**I/O nets highlighted**

(2 px per um)
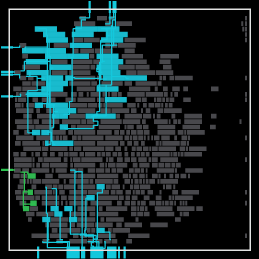
**Clock distribution**

(3 px per um)
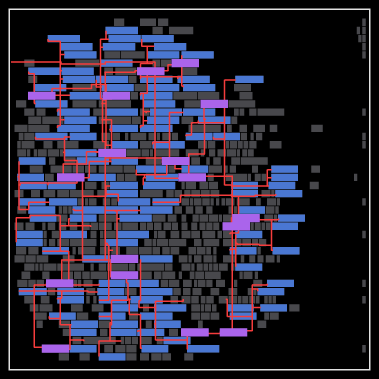
**Cell density map**

(3 px per um) 12 x 12 tiles, from dark blue (low) to red (high), 0 to 100% covered.
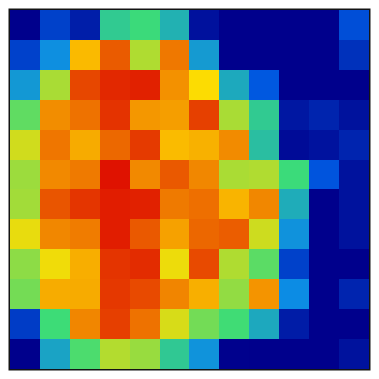
**M4 wires**

(3 px per um) Supply wires on this layer in grey.
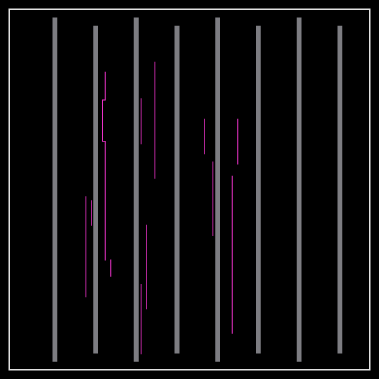
**Track usage over the die**

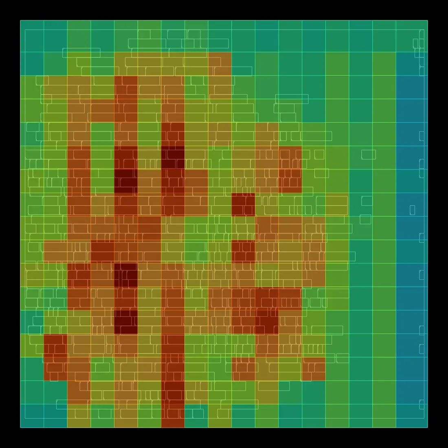
Design wb_uart_tx_flat, sky130hd; sources not shown.
==> impl_metrics.py <==
# Physical implementation metrics
metrics = {
    "timing": {
        "slew_headroom_pct": 54.2,
        "min_period_ns": 2.69,
        "worst_pin_slew_ns": 0.687,
        "hold_viol": 0,
        "fmax_mhz": 372,
        "finalClockPeriodUsage_pct": 105,
        "timing.hold.ws_ns": 0.357,
        "final.setup.tns_ns": -1.27,
        "drv_slew": 0,
        "rsz0062_at_grt": "true",
        "setup_violations": 19,
        "fin_ws_ns": -0.140,
    },
    "setup_path": {
        "max_stage_delay_ns": 0.41,
        "r2r_cells": 7,
        "path_class": "reg2reg",
        "cp.required_ns": 2.70,
        "worst-path-stages": 7,
        "worstPathArrival_ns": 2.84,
        "worst_setup_path_start_kind": "flop",
        "cpLargestDelayFamily": "simple AND/OR/NAND/NOR gates",
        "path_buffers": 1,
        "cp_max_fo": 5,
        "crit_chain": "buf_4 > or3_4 > or3_1 > a221oi_2 > nand4_2 > or2_4 > mux2_4",
        "reg2reg_slack_ns": -0.14,
        "crit_slowest_cell": "or3_4",
        "crit_path_end_kind": "flop",
    },
    "cells_and_area": {
        "seq_cells": 118,
        "seqCellArea_sq_um": 3240,
        "clk_share_pct": 8.42,
        "num-clock-buffers": 18,
        "comb-cell-share_pct": 30.4,
        "largest_reg_flops": 32,
        "mostFrequentLayoutCells": "edfxtp_1, dfrtp_1, buf_4",
        "layout.cells.non_filler": 722,
        "drive_above_1_share_pct": 32.4,
        "buf_share_pct": 13.7,
        "n_all_buffers": 106,
        "layout.cells.most_common": "edfxtp_1",
        "largest_class": "flip-flops and latches",
        "synthToLayoutAreaGrowth_pct": 34.9,
        "sh_seq_area_pct": 43.4,
        "fin_area_sq_um": 7470,
        "logic_gate_count": 269,
        "fill_cells": 1047,
        "nNonClkInverters": 21,
        "combGateArea_sq_um": 2270,
        "antenna_cells": 0,
        "fin_nets": 624,
    },
    "yosys": {
        "ys_sh_xor_pct": 6.16,
        "synth-async-reset-ratio_pct": 52.5,
        "netlist_area_sq_um": 5540,
        "yosys-top-cells-count": "dfrtp_1, edfxtp_1, nor2_1, xnor2_1, mux2_2",
        "ys_sh_mux_pct": 8.58,
        "ys_seq_share_pct": 58.5,
        "yosys-stat-cells": 433,
        "synth-edff-count": 56,
        "largest_area_cell": "edfxtp_1",
        "syn-instance-count": 433,
        "synth_flops": 118,
        "yosys_warnings": 1,
        "compound_area_share_pct": 4.18,
        "yosysUniqueCellTypes": 53,
        "topCellsByArea": "edfxtp_1, dfrtp_1, mux2_2",
        "logic_family": "simple AND/OR/NAND/NOR gates",
        "yosysChipArea_sq_um": 5540,
        "yosysTopAreaCellShare_pct": 30.3,
        "synth.cellmix.simpleShare_pct": 13.1,
        "most_common_cell": "dfrtp_1",
        "synth_area_per_cell_sq_um": 12.8,
        "synth-main-ff-cell": "dfrtp_1",
    },
    "run": {
        "warnings": 85,
        "cap_viol_max_count": 0,
    },
    "status": {
        "status": "complete, but fails checks",
        "failed_checks": "negative setup slack",
    },
    "clock_tree": {
        "clk_pin_slew_ns": 0.05,
        "post-cts-setup-buffers": 8,
        "cts_buffer_depth": 2,
        "cts-root-buf": "clkbuf_16",
        "cts_tree": "done",
        "numCtsBuffers": 17,
        "h-tree-depth": 4,
        "cts_hold_buf": 1,
        "cts.sink_count": 118,
        "cts_resized": 31,
    },
    "place": {
        "dpl.cell_count": 663,
        "hpwlAfterDp_mm": 7.76,
        "dpl_worst_slack_ns": -0.206,
        "dpl_cell_area_sq_um": 6440,
        "gp_congestion": 0.872,
    },
    "route": {
        "routed-wl-met3_um": 642,
        "drc": 0,
        "dr.pass1.iters": 5,
        "met2WireLength_mm": 6.50,
        "drtIter0Drc": 194,
        "vias_per_cell": 5.16,
        "ant_nets": 0,
        "met1_length_mm": 5.04,
        "highest_layer": "met4",
    },
    "power_and_ir_drop": {
        "seq_power_uw": 2750,
        "p_comb_uw": 2610,
        "power.total_uw": 7870,
        "p_comb_share_pct": 33.1,
        "powerDensity_nw_per_um2": 1050,
        "p_sw_uw": 2440,
        "peakVddDrop_mv": 0.659,
        "switching_share_pct": 31.0,
        "power.internal_uw": 5440,
        "top_power_group": "sequential cells",
        "pwr-share-seq_pct": 35.0,
        "p_leak_uw": 0.00312,
    },
    "floorplan": {
        "die_w_um": 120,
        "well_tap_count": 176,
        "chip_area_sq_um": 14300,
        "rows": 42,
        "die_y_um": 120,
    },
    "worst_hold_path": {
        "hold_path_class": "reg2reg",
        "min_path_cells": 0,
    },
    "global_routing": {
        "grt_start_max_net_pins": 31,
        "grt_util_met2_pct": 29.5,
        "track_usage_pct": 18.0,
        "antenna_found_initial": 0,
        "gr-total-overflow": 0,
        "grt_pass1_wl_mm": 19.4,
        "first_global_vias": 3810,
    },
}
## Picture notes: 'I/O nets highlighted'
| port | colour | bits | direction | end cells | buffers | wire |
|---|---|---|---|---|---|---|
| `wb_wb_wr_en_i` | green | 1 | input | 4 | 1 | 33.5 um |
| `wb_wb_wdata_i` | cyan | 32 | input | 49 | 16 | 888 um |
# port buffers: 42
boundary pin count: 107

## Picture notes: 'clock distribution'
[flip-flops] blue | count: 118
[clock-net drivers] purple | count: 17
[clock wires] red | length: 1450 um
routed clock nets: 18
P_clk: 2510 uW
clk ins delay skew pair: 0.42 ns
clock group share of total power: 31.9%

## Picture notes: 'cell density map'
mean over tiles: 51%
nearly empty tiles: 17%
fullest tile: 98%
emptiest ninth of the die: north-east
tiles over 75% full: 38%
floorplan core density: 41.4%
core area: 13400 sq um

## Picture notes: 'M4 wires'
longest straight run: 52.4 um
nets with wire on the layer: 8
main direction: vertical
wire length on this layer: 319 um
total number of vias: 3722
Routed Wire Length: 12.5 mm

## Picture notes: 'track usage over the die'
met1 usage: 21.6%
routed len/inst: 17.3 um
Most Crowded Layer GR: met2
Final Util: 55.8%
met3 GRT Util: 4.52%

Power and IR drop assume default switching activity.
